[config.mk]
export PLATFORM = sky130hd
export DESIGN_NAME = mem_berger_scrub_flat
export DESIGN_NICKNAME = d
export VERILOG_FILES = /design/src/rtl/mem_berger_scrub_pkg.sv /design/src/rtl/mem_berger_scrub_if.sv /design/src/rtl/mem_berger_scrub_enc.sv /design/src/rtl/mem_berger_scrub.sv /design/src/flat_wrapper.sv
export SDC_FILE = /design/constraint.sdc
export NUM_CORES = 1
export LEC_CHECK = 0
export ABC_AREA = 1
export CORE_MARGIN = 2
export CORE_UTILIZATION = 40
export CTS_BUF_LIST = sky130_fd_sc_hd__clkbuf_8
export DETAILED_ROUTE_END_ITERATION = 10
export PLACE_DENSITY = 0.58
export SYNTH_ARGS = -nofsm -noshare
export SYNTH_HDL_FRONTEND = slang
export SYNTH_SLANG_ARGS = --single-unit
export TNS_END_PERCENT = 10
[constraint.sdc]
create_clock -name clk -period 7.5 [get_ports clk]
set_input_delay 1.5 -clock clk [delete_from_list [all_inputs] [get_ports clk]]
set_output_delay 1.5 -clock clk [all_outputs]
set_load 0.01 [all_outputs]
[src/rtl/mem_berger_scrub_pkg.sv]
// Shared types and helpers for the Berger-code protected memory.
// Holds the check-width helper, the check function and the scrub FSM states.
package mem_berger_pkg;

    localparam int unsigned MAX_DW = 64;

    typedef enum logic [1:0] {
        S_IDLE,
        S_RD,
        S_CHK
    } scrub_state_e;

    function automatic int unsigned check_width(input int unsigned dw);
        return $clog2(dw + 1);
    endfunction

    // Caller zero-extends the data word; padding bits add no ones.
    function automatic logic [7:0] berger_check(input logic [MAX_DW-1:0] data,
                                                input int unsigned dw,
                                                input bit count_ones);
        logic [7:0] ones;
        ones = '0;
        for (int i = 0; i < MAX_DW; i++) begin
            ones = ones + 8'(data[i]);
        end
        return count_ones ? ones : (8'(dw) - ones);
    endfunction

endpackage

[src/rtl/mem_berger_scrub_if.sv]
// Host-side bus of the Berger-protected memory: access port, fault injection and error log.
interface mem_berger_scrub_if #(
    parameter int unsigned DW = 8,
    parameter int unsigned AW = 4,
    parameter int unsigned CW = 4
);
    logic           wr_en;
    logic           rd_en;
    logic [AW-1:0]  addr;
    logic [DW-1:0]  data_in;
    logic [DW+CW-1:0] inj_mask;
    logic [DW-1:0]  rd_data;
    logic           rd_valid;
    logic           rd_err;
    logic           scrub_en;
    logic           err_clr;
    logic [AW-1:0]  err_addr;
    logic           err_addr_valid;
    logic [7:0]     err_cnt;

    modport master (
        output wr_en, rd_en, addr, data_in, inj_mask, scrub_en, err_clr,
        input  rd_data, rd_valid, rd_err, err_addr, err_addr_valid, err_cnt
    );

    modport slave (
        input  wr_en, rd_en, addr, data_in, inj_mask, scrub_en, err_clr,
        output rd_data, rd_valid, rd_err, err_addr, err_addr_valid, err_cnt
    );

endinterface

[src/rtl/mem_berger_scrub_enc.sv]
// Combinational Berger check generator (ones count or zero count of the data word).
module berger_enc
    import mem_berger_pkg::*;
#(
    parameter int unsigned DW         = 8,
    parameter bit          COUNT_ONES = 1'b1,
    parameter int unsigned CW         = check_width(DW)
) (
    input  logic [DW-1:0] data,
    output logic [CW-1:0] check
);

    always_comb begin
        check = CW'(berger_check(MAX_DW'(data), DW, COUNT_ONES));
    end

endmodule

[src/rtl/mem_berger_scrub.sv]
// Single-port RAM storing {check, data} Berger codewords, with read-time error detection
// and an idle-cycle background scrubber that logs the first failing address.
module mem_berger_scrub
    import mem_berger_pkg::*;
#(
    parameter int unsigned DW         = 8,
    parameter int unsigned DEPTH      = 16,
    parameter bit          COUNT_ONES = 1'b1,
    parameter int unsigned AW         = $clog2(DEPTH),
    parameter int unsigned CW         = check_width(DW)
) (
    input logic               clk,
    input logic               rst,
    mem_berger_scrub_if.slave bus
);

    localparam int unsigned WW = DW + CW;
    localparam logic [CW-1:0] ZERO_CHECK = COUNT_ONES ? '0 : CW'(DW);
    localparam logic [WW-1:0] ZERO_WORD  = {ZERO_CHECK, {DW{1'b0}}};

    logic [WW-1:0] mem [DEPTH];

    logic          port_busy;
    logic          host_rd;
    logic          ptr_hit;
    logic [CW-1:0] wr_check;

    logic [WW-1:0] rd_word_q;
    logic          rd_pend_q;
    logic [AW-1:0] rd_addr_q;

    logic [WW-1:0] chk_word;
    logic [CW-1:0] chk_calc;
    logic          chk_mismatch;

    scrub_state_e  state_q, state_d;
    logic [AW-1:0] ptr_q, ptr_d;
    logic [WW-1:0] scrub_word_q, scrub_word_d;
    logic          scrub_err_q, scrub_err_d;
    logic          discard_q, discard_d;
    logic          scrub_log;
    logic          host_log;

    logic [1:0]    err_inc;
    logic [8:0]    cnt_sum;
    logic [7:0]    err_cnt_q, err_cnt_d;
    logic [AW-1:0] err_addr_q, err_addr_d;
    logic          err_valid_q, err_valid_d;

    assign port_busy = bus.wr_en | bus.rd_en;
    assign host_rd   = bus.rd_en & ~bus.wr_en;
    assign ptr_hit   = bus.wr_en && (bus.addr == ptr_q);

    berger_enc #(
        .DW         (DW),
        .COUNT_ONES (COUNT_ONES),
        .CW         (CW)
    ) u_enc_wr (
        .data  (bus.data_in),
        .check (wr_check)
    );

    // Read results own the shared checker; the scrubber only compares in cycles without one.
    assign chk_word     = rd_pend_q ? rd_word_q : scrub_word_q;
    assign chk_mismatch = (chk_word[WW-1:DW] != chk_calc);

    berger_enc #(
        .DW         (DW),
        .COUNT_ONES (COUNT_ONES),
        .CW         (CW)
    ) u_enc_chk (
        .data  (chk_word[DW-1:0]),
        .check (chk_calc)
    );

    always_ff @(posedge clk or posedge rst) begin
        if (rst) begin
            for (int unsigned i = 0; i < DEPTH; i++) begin
                mem[i] <= ZERO_WORD;
            end
        end else if (bus.wr_en) begin
            mem[bus.addr] <= {wr_check, bus.data_in} ^ bus.inj_mask;
        end
    end

    always_ff @(posedge clk or posedge rst) begin
        if (rst) begin
            rd_word_q <= '0;
            rd_pend_q <= 1'b0;
            rd_addr_q <= '0;
        end else begin
            rd_pend_q <= host_rd;
            if (host_rd) begin
                rd_word_q <= mem[bus.addr];
                rd_addr_q <= bus.addr;
            end
        end
    end

    assign bus.rd_data  = rd_word_q[DW-1:0];
    assign bus.rd_valid = rd_pend_q;
    assign host_log     = rd_pend_q & chk_mismatch;
    assign bus.rd_err   = host_log;

    always_ff @(posedge clk or posedge rst) begin
        if (rst) begin
            state_q      <= S_IDLE;
            ptr_q        <= '0;
            scrub_word_q <= '0;
            scrub_err_q  <= 1'b0;
            discard_q    <= 1'b0;
        end else begin
            state_q      <= state_d;
            ptr_q        <= ptr_d;
            scrub_word_q <= scrub_word_d;
            scrub_err_q  <= scrub_err_d;
            discard_q    <= discard_d;
        end
    end

    always_comb begin
        state_d      = state_q;
        ptr_d        = ptr_q;
        scrub_word_d = scrub_word_q;
        scrub_err_d  = scrub_err_q;
        discard_d    = discard_q;
        scrub_log    = 1'b0;
        unique case (state_q)
            S_IDLE: begin
                if (bus.scrub_en && !port_busy) begin
                    state_d      = S_RD;
                    scrub_word_d = mem[ptr_q];
                    discard_d    = 1'b0;
                end
            end
            S_RD: begin
                // A write to the word under test makes the latched copy stale.
                if (ptr_hit) begin
                    discard_d = 1'b1;
                end
                if (!port_busy && !rd_pend_q) begin
                    scrub_err_d = chk_mismatch;
                    state_d     = S_CHK;
                end
            end
            S_CHK: begin
                state_d = S_IDLE;
                if (!discard_q && !ptr_hit) begin
                    scrub_log = scrub_err_q;
                    ptr_d     = ptr_q + 1'b1;
                end
            end
            default: state_d = S_IDLE;
        endcase
    end

    assign err_inc = {1'b0, host_log} + {1'b0, scrub_log};
    assign cnt_sum = {1'b0, err_cnt_q} + {7'd0, err_inc};

    always_comb begin
        err_cnt_d   = err_cnt_q;
        err_addr_d  = err_addr_q;
        err_valid_d = err_valid_q;
        if (bus.err_clr) begin
            err_cnt_d   = '0;
            err_valid_d = 1'b0;
        end else if (host_log || scrub_log) begin
            err_cnt_d = cnt_sum[8] ? 8'hFF : cnt_sum[7:0];
            if (!err_valid_q) begin
                err_valid_d = 1'b1;
                err_addr_d  = host_log ? rd_addr_q : ptr_q;
            end
        end
    end

    always_ff @(posedge clk or posedge rst) begin
        if (rst) begin
            err_cnt_q   <= '0;
            err_addr_q  <= '0;
            err_valid_q <= 1'b0;
        end else begin
            err_cnt_q   <= err_cnt_d;
            err_addr_q  <= err_addr_d;
            err_valid_q <= err_valid_d;
        end
    end

    assign bus.err_cnt        = err_cnt_q;
    assign bus.err_addr       = err_addr_q;
    assign bus.err_addr_valid = err_valid_q;

endmodule
[src/flat_wrapper.sv]
// flat-port wrapper written by rule: the top's interface ports become plain ports
module mem_berger_scrub_flat import mem_berger_pkg::*;
#(
    parameter int unsigned DW         = 8,
    parameter int unsigned DEPTH      = 16,
    parameter bit          COUNT_ONES = 1'b1,
    parameter int unsigned AW         = $clog2(DEPTH),
    parameter int unsigned CW         = check_width(DW)
)
  (clk, rst, bus_wr_en, bus_rd_en, bus_addr, bus_data_in, bus_inj_mask, bus_scrub_en, bus_err_clr, bus_rd_data, bus_rd_valid, bus_rd_err, bus_err_addr, bus_err_addr_valid, bus_err_cnt);
  mem_berger_scrub_if #(.DW(DW), .AW(AW), .CW(CW)) bus_i ();
  input logic clk;
  input logic rst;
  input wire logic [$bits(bus_i.wr_en)-1:0] bus_wr_en;
  input wire logic [$bits(bus_i.rd_en)-1:0] bus_rd_en;
  input wire logic [$bits(bus_i.addr)-1:0] bus_addr;
  input wire logic [$bits(bus_i.data_in)-1:0] bus_data_in;
  input wire logic [$bits(bus_i.inj_mask)-1:0] bus_inj_mask;
  input wire logic [$bits(bus_i.scrub_en)-1:0] bus_scrub_en;
  input wire logic [$bits(bus_i.err_clr)-1:0] bus_err_clr;
  output wire logic [$bits(bus_i.rd_data)-1:0] bus_rd_data;
  output wire logic [$bits(bus_i.rd_valid)-1:0] bus_rd_valid;
  output wire logic [$bits(bus_i.rd_err)-1:0] bus_rd_err;
  output wire logic [$bits(bus_i.err_addr)-1:0] bus_err_addr;
  output wire logic [$bits(bus_i.err_addr_valid)-1:0] bus_err_addr_valid;
  output wire logic [$bits(bus_i.err_cnt)-1:0] bus_err_cnt;
  assign bus_i.wr_en = bus_wr_en;
  assign bus_i.rd_en = bus_rd_en;
  assign bus_i.addr = bus_addr;
  assign bus_i.data_in = bus_data_in;
  assign bus_i.inj_mask = bus_inj_mask;
  assign bus_i.scrub_en = bus_scrub_en;
  assign bus_i.err_clr = bus_err_clr;
  assign bus_rd_data = bus_i.rd_data;
  assign bus_rd_valid = bus_i.rd_valid;
  assign bus_rd_err = bus_i.rd_err;
  assign bus_err_addr = bus_i.err_addr;
  assign bus_err_addr_valid = bus_i.err_addr_valid;
  assign bus_err_cnt = bus_i.err_cnt;
  mem_berger_scrub #(.DW(DW), .DEPTH(DEPTH), .COUNT_ONES(COUNT_ONES), .AW(AW), .CW(CW)) u_core (.clk(clk), .rst(rst), .bus(bus_i));
endmodule
==> impl_metrics.csv <==
group,metric,value,unit
detailed_routing,num_vias,12047,
sta,setup_viol,0,
clocking,clkSlewWorstSetupHoldPaths,0.06,ns
synth,synthAdderAreaFrac,2.117,%
pwr,power.total,5.309,mW
sta,clock.fmax,153.5,MHz
clocking,clock-sinks,242,
finish,antennaDiodeCount,0,
finish,clk_share,5.346,%
finish,regMostFlops,"u_core.mem",
detailed_routing,met1Wirelength,18.68,mm
pwr,p_sw,2.268,mW
worst_setup_path,required,6.00,ns
floorplanning,fp_util,40.69,%
sta,clock_skew,0.02676,ns
sta,slew_headroom,15.00,%
sta,min_period,6.515,ns
finish,logic_gates,1149,
outcome,outcome,"finished clean",
synth,ys_cells,1707,
worst_setup_path,startpoint,"u_core.bus.rd_valid$_DFF_PP0_",
synth,edf_count,0,
place,dp_hpwl,26.72,mm
synth,syn_inst,1707,
synth,yosysTopAreaCell,"dfrtp_1",
synth,simple_gate_share,19.01,%
synth,synth-xor-area-share,1.191,%
global_route,first_global_vias,11695,
worst_setup_path,worstPathBufferInverterCount,8,
hold_path,hp-class,"reg2reg",
finish,syn_to_final_growth,12.44,%
detailed_routing,dr.max_layer_used,"met4",
synth,ys_sh_aoi,20.39,%
synth,avgSynthCellArea,7.756,sq um
finish,logic_area,5938,sq um
sta,hold_ws,0.4794,ns
synth,synthDistinctLibCells,35,
worst_setup_path,path_class,"reg2out",
global_route,use_met2,41.37,%
sta,finalCritPeriodShare,86.86,%
global_route,grt-ovfl-total,0,
worst_setup_path,cp-start-kind,"register",
floorplanning,chipArea,34570,sq um
clocking,cts.hold.buffers_added,0,
pwr,p_int,3.041,mW
detailed_routing,first_iter_violations,1252,
detailed_routing,drc,0,
finish,seq_cells,242,
sta,hold_violations,0,
synth,ys_sh_mux,1.928,%
finish,nNonClkInverters,200,
detailed_routing,viasPerCell,5.491,
finish,top_regs,"u_core.mem: 192 flops, u_core.rd_word_q: 12 flops, u_core.scrub_word_q: 12 flops",
worst_setup_path,cp_num_cells,19,
pwr,pwr-share-comb,41.1,%
synth,topCellsByArea,"dfrtp_1 46%, nand2_1 12%, o21ai_0 9.2%",
clocking,cts_buffers,45,
synth,synth-area-yosys,13240,sq um
finish,largest_reg_flops,192,
pwr,pwr-share-seq,37.0,%
floorplanning,num_tap_cells,442,
hold_path,min_from,"u_core.bus.err_addr[1]$_DFFE_PP0P_",
synth,synth-main-ff-cell,"dfrtp_1",
synth,synthArstFlopShare,100.0,%
worst_setup_path,path_cells,"buf_4, o21ai_0, fa_1, inv_1, fa_1, inv_1, fa_1, ha_1, inv_1, fa_1, inv_1, nand3_1, nand2_1, nand2_1, inv_1, nand2_2, nand2_2, inv_1, clkdlybuf4s50_1",
worst_setup_path,reg2reg_depth,26,
synth,ys_ff,242,
clocking,cts_tree,"done",
clocking,cts-resized-gates,0,
synth,synth_top_area_share,45.74,%
pwr,p_comb,2.18,mW
sta,grt_setup_unrepaired,"no",
**Supply network**

The bar under the picture is 50 um long. Pins as bars on the die edge. Tap cells in gray.
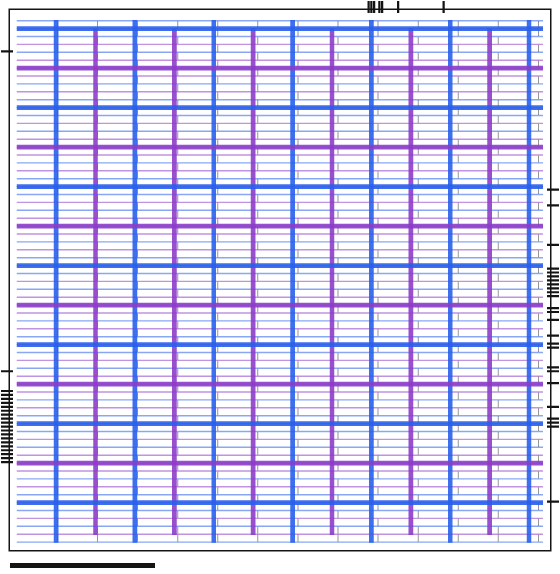
color	net
purple	VDD
blue	VSS
met1 rails	67
met5 straps	13
met4 straps	13
rows	66
signal pins	53
core area: 32540 sq um
Worst IR Drop VDD: 0.1913 mV
Die W: 185.9 um
Die H: 185.9 um

**Cell classes on the final placement**

The bar under the picture is 50 um long.
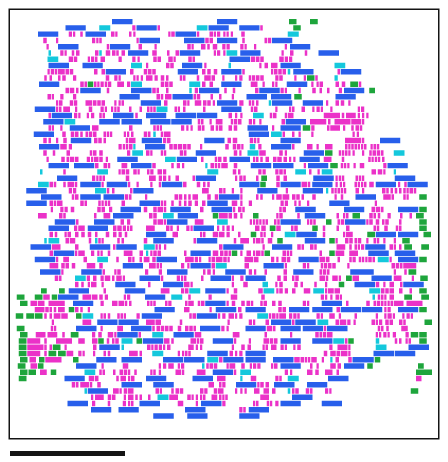
color	class	cells
magenta	all other logic	1349
cyan	clock drivers and dummy loads	76
blue	flip-flops	242
green	other buffers and delay cells	85
Final Instance Area: 14890 sq um
Rows: 66
proportion of cell area occupied by registers: 40.72%
Final Util: 45.75%

**Routed clock nets over the placement**

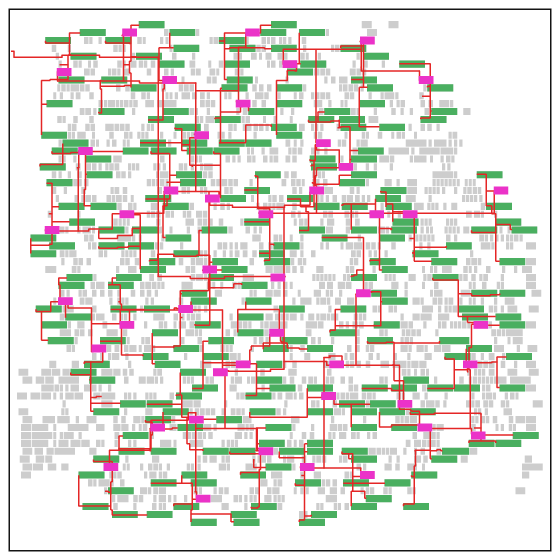
[green] flip-flops | count: 242
[red] clock wires | length: 3640 um
[magenta] cells driving clock nets | count: 45
routed clock nets	46
clock group share of total power: 21.9%
clk_lat worst skew: 0.56 ns
Clock group: 1.16 mW

**Wiring by layer**

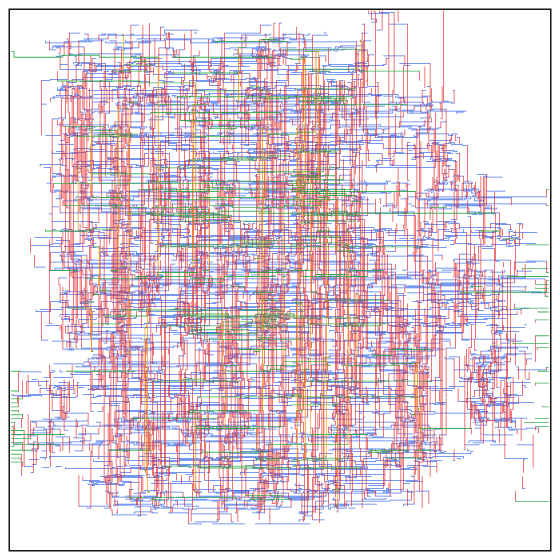
color	layer	wire length
red	met2	19900 um
blue	met1	18700 um
orange	met4	1700 um
green	met3	3520 um
WL per Instance: 19.95 um
Total GRT Usage: 25.66%
WL final: 43.77 mm

No activity file was given, so power comes from the tool's default toggle rates.
